## src/rtl/mc_defs.sv

```systemverilog
// rtl/mc_defs.sv - shared opcode, ALUOp, state and mux-select codes for the multi-cycle MIPS control path
package mc_defs;

  localparam logic [5:0] OP_RTYPE = 6'b000000;
  localparam logic [5:0] OP_LW    = 6'b100011;
  localparam logic [5:0] OP_SW    = 6'b101011;
  localparam logic [5:0] OP_BEQ   = 6'b000100;
  localparam logic [5:0] OP_J     = 6'b000010;
  localparam logic [5:0] OP_ADDI  = 6'b001000;

  localparam logic [2:0] ALUOP_ADD   = 3'b000;
  localparam logic [2:0] ALUOP_SUB   = 3'b001;
  localparam logic [2:0] ALUOP_FUNCT = 3'b010;

  localparam logic [1:0] SRCB_REGB    = 2'b00;
  localparam logic [1:0] SRCB_FOUR    = 2'b01;
  localparam logic [1:0] SRCB_IMM     = 2'b10;
  localparam logic [1:0] SRCB_IMM_SH2 = 2'b11;

  localparam logic [1:0] PCSRC_ALU    = 2'b00;
  localparam logic [1:0] PCSRC_ALUOUT = 2'b01;
  localparam logic [1:0] PCSRC_JUMP   = 2'b10;

  typedef enum logic [3:0] {
    ST_FETCH  = 4'd0,
    ST_DECODE = 4'd1,
    ST_MEMADR = 4'd2,
    ST_MEMRD  = 4'd3,
    ST_MEMWB  = 4'd4,
    ST_MEMWR  = 4'd5,
    ST_EXEC   = 4'd6,
    ST_RWB    = 4'd7,
    ST_BRANCH = 4'd8,
    ST_JUMP   = 4'd9,
    ST_ADDIEX = 4'd10,
    ST_ADDIWB = 4'd11,
    ST_TRAP   = 4'd12
  } state_t;

  typedef struct packed {
    logic       pcwrite;
    logic       pcwritecond;
    logic       iord;
    logic       memread;
    logic       memwrite;
    logic       irwrite;
    logic       memtoreg;
    logic       regdst;
    logic       regwrite;
    logic       alusrca;
    logic [1:0] alusrcb;
    logic [2:0] aluop;
    logic [1:0] pcsource;
  } ctrl_t;

endpackage

```

## src/rtl/mc_ctrl_decode.sv

```systemverilog
// rtl/mc_ctrl_decode.sv - combinational state to control-word decode
module mc_ctrl_decode
  import mc_defs::*;
(
  input  state_t     state,
  input  logic       mem_ready,
  output ctrl_t      ctrl
);

  always_comb begin
    ctrl = '0;
    case (state)
      ST_FETCH: begin
        ctrl.memread  = 1'b1;
        ctrl.alusrcb  = SRCB_FOUR;
        ctrl.aluop    = ALUOP_ADD;
        ctrl.pcsource = PCSRC_ALU;
        // PC+4 and IR capture only on the cycle the fetch actually lands
        ctrl.irwrite  = mem_ready;
        ctrl.pcwrite  = mem_ready;
      end
      ST_DECODE: begin
        ctrl.alusrcb = SRCB_IMM_SH2;
        ctrl.aluop   = ALUOP_ADD;
      end
      ST_MEMADR: begin
        ctrl.alusrca = 1'b1;
        ctrl.alusrcb = SRCB_IMM;
        ctrl.aluop   = ALUOP_ADD;
      end
      ST_MEMRD: begin
        ctrl.memread = 1'b1;
        ctrl.iord    = 1'b1;
      end
      ST_MEMWB: begin
        ctrl.regwrite = 1'b1;
        ctrl.memtoreg = 1'b1;
      end
      ST_MEMWR: begin
        ctrl.memwrite = 1'b1;
        ctrl.iord     = 1'b1;
      end
      ST_EXEC: begin
        ctrl.alusrca = 1'b1;
        ctrl.alusrcb = SRCB_REGB;
        ctrl.aluop   = ALUOP_FUNCT;
      end
      ST_RWB: begin
        ctrl.regwrite = 1'b1;
        ctrl.regdst   = 1'b1;
      end
      ST_BRANCH: begin
        ctrl.alusrca     = 1'b1;
        ctrl.alusrcb     = SRCB_REGB;
        ctrl.aluop       = ALUOP_SUB;
        ctrl.pcwritecond = 1'b1;
        ctrl.pcsource    = PCSRC_ALUOUT;
      end
      ST_JUMP: begin
        ctrl.pcwrite  = 1'b1;
        ctrl.pcsource = PCSRC_JUMP;
      end
      ST_ADDIEX: begin
        ctrl.alusrca = 1'b1;
        ctrl.alusrcb = SRCB_IMM;
        ctrl.aluop   = ALUOP_ADD;
      end
      ST_ADDIWB: begin
        ctrl.regwrite = 1'b1;
      end
      default: ctrl = '0;
    endcase
  end

endmodule

```

## src/rtl/mc_main_ctrl.sv

```systemverilog
// rtl/mc_main_ctrl.sv - multi-cycle MIPS main control FSM; MC_ILLEGAL_TRAP_EN enables the illegal-opcode trap
module mc_main_ctrl
  import mc_defs::*;
#(
  parameter int CNT_W = 16,
  parameter int OP_W  = 6
) (
  input  logic             clk,
  input  logic             reset,
  input  logic [OP_W-1:0]  Op,
  input  logic             mem_ready,
  output logic             PCWrite,
  output logic             PCWriteCond,
  output logic             IorD,
  output logic             MemRead,
  output logic             MemWrite,
  output logic             IRWrite,
  output logic             MemtoReg,
  output logic             RegDst,
  output logic             RegWrite,
  output logic             ALUSrcA,
  output logic [1:0]       ALUSrcB,
  output logic [2:0]       ALUOp,
  output logic [1:0]       PCSource,
  output logic [3:0]       state,
  output logic [CNT_W-1:0] retired,
  output logic             illegal_op
);

  state_t           state_q;
  logic [CNT_W-1:0] retired_q;
  ctrl_t            ctrl;

  mc_ctrl_decode u_decode (
    .state     (state_q),
    .mem_ready (mem_ready),
    .ctrl      (ctrl)
  );

`ifdef MC_ILLEGAL_TRAP_EN
  logic illegal_q;
  assign illegal_op = illegal_q;
`else
  assign illegal_op = 1'b0;
`endif

  always_ff @(posedge clk) begin
    if (reset) begin
      state_q   <= ST_FETCH;
      retired_q <= '0;
`ifdef MC_ILLEGAL_TRAP_EN
      illegal_q <= 1'b0;
`endif
    end else begin
      case (state_q)
        ST_FETCH:  if (mem_ready) state_q <= ST_DECODE;
        ST_DECODE: begin
          case (Op)
            OP_LW, OP_SW: state_q <= ST_MEMADR;
            OP_RTYPE:     state_q <= ST_EXEC;
            OP_BEQ:       state_q <= ST_BRANCH;
            OP_J:         state_q <= ST_JUMP;
            OP_ADDI:      state_q <= ST_ADDIEX;
`ifdef MC_ILLEGAL_TRAP_EN
            default: begin
              state_q   <= ST_TRAP;
              illegal_q <= 1'b1;
            end
`else
            default:      state_q <= ST_FETCH;
`endif
          endcase
        end
        ST_MEMADR: state_q <= (Op == OP_LW) ? ST_MEMRD : ST_MEMWR;
        ST_MEMRD:  if (mem_ready) state_q <= ST_MEMWB;
        ST_MEMWR: begin
          if (mem_ready) begin
            state_q   <= ST_FETCH;
            retired_q <= retired_q + 1'b1;
          end
        end
        ST_EXEC:   state_q <= ST_RWB;
        ST_ADDIEX: state_q <= ST_ADDIWB;
        ST_MEMWB, ST_RWB, ST_BRANCH, ST_JUMP, ST_ADDIWB: begin
          state_q   <= ST_FETCH;
          retired_q <= retired_q + 1'b1;
        end
`ifdef MC_ILLEGAL_TRAP_EN
        ST_TRAP:   state_q <= ST_TRAP;
`endif
        default:   state_q <= ST_FETCH;
      endcase
    end
  end

  // Write strobes are suppressed while reset is asserted so an abandoned instruction never commits
  assign PCWrite     = ctrl.pcwrite     & ~reset;
  assign PCWriteCond = ctrl.pcwritecond & ~reset;
  assign MemWrite    = ctrl.memwrite    & ~reset;
  assign IRWrite     = ctrl.irwrite     & ~reset;
  assign RegWrite    = ctrl.regwrite    & ~reset;
  assign IorD        = ctrl.iord;
  assign MemRead     = ctrl.memread;
  assign MemtoReg    = ctrl.memtoreg;
  assign RegDst      = ctrl.regdst;
  assign ALUSrcA     = ctrl.alusrca;
  assign ALUSrcB     = ctrl.alusrcb;
  assign ALUOp       = ctrl.aluop;
  assign PCSource    = ctrl.pcsource;
  assign state       = state_q;
  assign retired     = retired_q;

endmodule

```

## config.mk

```make
export PLATFORM = sky130hd
export DESIGN_NAME = mc_main_ctrl
export DESIGN_NICKNAME = d
export VERILOG_FILES = /design/src/rtl/mc_defs.sv /design/src/rtl/mc_ctrl_decode.sv /design/src/rtl/mc_main_ctrl.sv
export SDC_FILE = /design/constraint.sdc
export NUM_CORES = 1
export LEC_CHECK = 0
export ABC_AREA = 0
export ABC_CLOCK_PERIOD_IN_PS = 3760
export CAP_MARGIN = 15
export CORE_AREA = 5 5 59 61
export CTS_BUF_LIST = sky130_fd_sc_hd__clkbuf_8
export DETAILED_ROUTE_END_ITERATION = 7
export DIE_AREA = 0 0 64 66
export PLACE_DENSITY = 0.79
export RECOVER_POWER = 25
export SLEW_MARGIN = 20
export SYNTH_ARGS = -nofsm -noshare
export SYNTH_HDL_FRONTEND = slang
export SYNTH_SLANG_ARGS = --single-unit
```

## constraint.sdc

```tcl
create_clock -name clk -period 3.76 [get_ports clk]
set_input_delay 0.752 -clock clk [delete_from_list [all_inputs] [get_ports clk]]
set_output_delay 0.752 -clock clk [all_outputs]
set_load 0.02 [all_outputs]
```

**Placement by cell class**

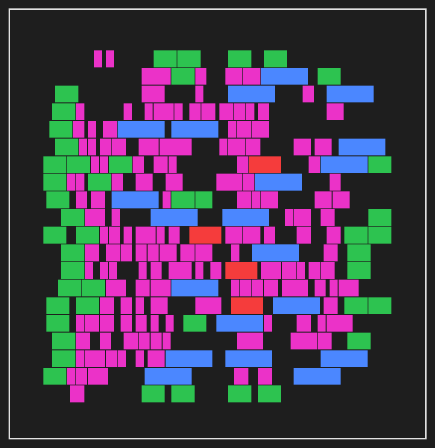
| class | colour | cells | share of their area |
|---|---|---|---|
| other buffers and delay cells | green | 45 | 25% |
| flip-flops | blue | 20 | 22% |
| clock drivers and dummy loads | red | 4 | 3.1% |
| all other logic | magenta | 149 | 49% |
Core ar.: 2928 sq um
post-layout utilization of the core: 62.22%
number of standard-cell rows in the floorplan: 20
sequential cell area share: 21.98%
Final Instance Area: 1822 sq um

**Floorplan with the power grid**

The bar under the picture is 20 um long. Pins as bars on the die edge.
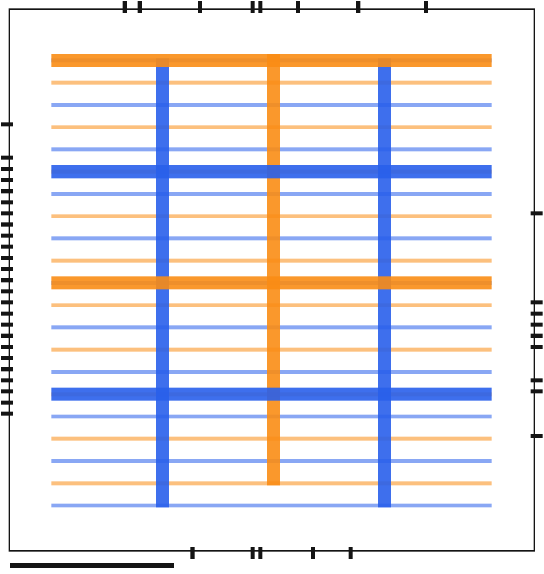
| net | colour |
|---|---|
| VSS | blue |
| VDD | orange |
rows: 20
met4 straps: 3
met5 straps: 4
die outline height: 66 um
Die X: 64 um
worst voltage drop across the vdd grid: 0.1977 mV

**Metal layers overlaid**

The bar under the picture is 20 um long.
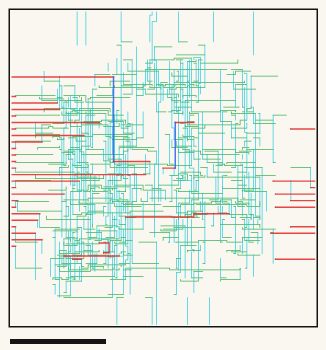
| layer | colour | wire length |
|---|---|---|
| met1 | green | 1520 um |
| met3 | red | 276 um |
| met2 | cyan | 1730 um |
| met4 | blue | 27.2 um |

==> design notes <==
The depth of the worst register-to-register path came out at 4. The mapped netlist covers 1360 sq um. For this sky-water flow run, the detailed-routed wirelength per cell is reported as 14.17 um.

The clock passes through at most 2 buffers. The logs give 0.6607 nW for the leakage power of the design and 0 for the tally of max-capacitance violations. The final timing report gives a worst setup slack of 445.1 ps.

The worst register-to-register path ends at retired[11]$_SDFFE_PP0P_. With the critical-path maximum fanout at 7, the worst endpoint data arrival time is 2560 ps. The most common cell in the synthesized netlist was sky130_fd_sc_hd__nor2_1. The proportion of synthesized flip-flops having asynchronous set or reset was 0%.

Critical path endpoint category: an output port. The class of the tightest hold or removal check was register to register. In this run the remaining antenna-violating nets after routing total 0. The clock-pin slew of the registers on the worst-case setup and hold paths was 80 ps; the post-detailed-placement half-perimeter wirelength was 2591 um. The run finished with clean final reports. The layout summary lists the proportion of cells stronger than drive strength 1 as 5.505%. The worst path needs 3315 ps of the cycle, external delays included.

The detailed-route vias per instance is 5.785. The detailed router placed 1452 vias in this run. Signal nets in the final route climb as high as met4. The synthesis log from Yosys contains 0 warnings. The critical path endpoint has a required time of 3010 ps. Sequential cells were found to cover 29.44% of the synthesized design area.

Signed area change from the synthesized netlist to the final layout: 33.95%. The net count of the finished layout is 229. The run gives 301.7 MHz for the maximum clock rate.

The netlist uses 40 different library cells. The sort of element at the start of the critical path was a primary input. sky130_fd_sc_hd__dfxtp_1 takes more of the synthesized area than any other cell.

Along the worst hold path, the cell count comes to 2. The count of pins over their slew limit is 0. The cell sitting at the root of the clock tree is a sky130_fd_sc_hd__clkbuf_8. STA lists the startpoint of the worst register-to-register path as state[3]$_SDFFE_PP0P_.

The run gives 29 as the maximum number of pins on one net before global-route repair. From the final report, the count of setup violators was given as 0. The number of setup buffers added after CTS is 0. The run gives 0 for the initial antenna violation count. Endpoint of the worst hold-timing path: retired[15]$_SDFFE_PP0P_. The run gives 251 as the final cell count without fillers. The critical path contains buffers and inverters numbering 2 combined. For this design the top-level I/O count stands at 47.

The critical path runs through a total of 4 cells. The critical path is of the primary input to output port type. Number of cells after detailed placement: 247. The timing report gives the biggest stage delay along the critical path as 680 ps. The commonest cells after synthesis are sky130_fd_sc_hd__nor2_1, sky130_fd_sc_hd__dfxtp_1, sky130_fd_sc_hd__nand2_1.

Summed over all failing endpoints, the final setup total negative slack is 0 ps. The final antenna diode count is 0, and the remaining global-route overflow is 0. The run gives 4 as the number of detailed-route iterations in the first pass. With the ratio of total power to cell area at 241.9 nW/um^2, the tightest slew margin relative to the limit is 57.17%. The detailed router reports a met2 wire length of 1733 um. OpenSTA lists the critical path endpoint as PCWrite.

The clock buffer count from CTS was 3. The family of cells with the greatest summed delay on the critical path was buffers and inverters. The first global-routing pass estimated 6003 um of wire.
**Routed clock nets over the placement**

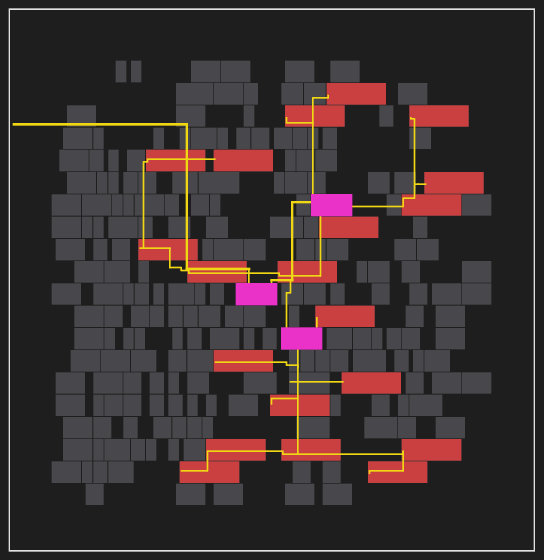
[flip-flops] red | count: 20
[cells driving clock nets] magenta | count: 3
[clock wires] yellow | length: 255 um
routed clock nets: 4
Clock Skew: 6.069 ps
clk_lat worst skew: 260 ps
clock share of power: 36.9%
clock network power consumption: 0.000162 W

**Congestion heat map**

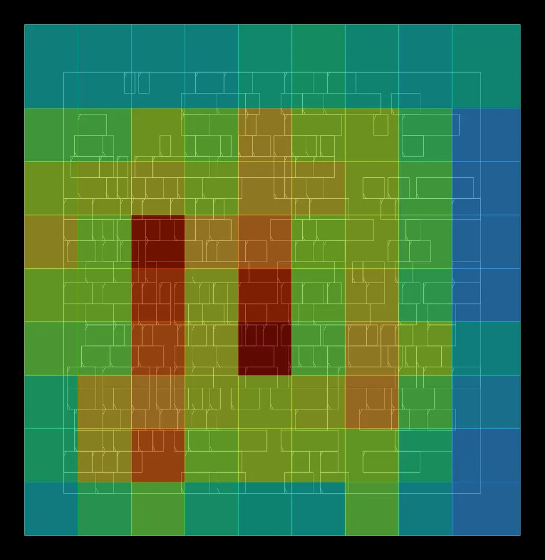
GR Layer Usage met1: 19.63%
grt peak-use layer: met2
met3 usage: 5.102%
aggregate global-route resource usage: 17.20%

-- report_power, final --
| group | switching [W] | internal (W) |
|---|---|---|
| Combinational | 0.0000330 | 0.0000261 |
| Sequential | 0.00000611 | 0.000213 |
| Clock | 0.0000693 | 0.0000931 |
-- logic make-up after synthesis --
group,count (synthesis),synth area share [%]
multiplexers,7,5.703
AND-OR/OR-AND,35,16.01
adder cells (fa/ha/maj),1,0.9198
flip-flops,20,29.44
buffers and inverters,20,7.450
XOR/XNOR,3,1.932
other,1,0.2757
AND/OR/NAND/NOR,97,38.27
-- final cells by class --
class	count	area [sq um]	share of cell area (%)
multi-input cells	145	862.1	47.32
repair buffers	45	447.9	24.59
flip-flops and latches	20	400.4	21.98
clock buffers	4	55.05	3.022
well taps	33	41.29	2.266
inverters	4	15.01	0.8242
Power is estimated from default activity; no workload was simulated.
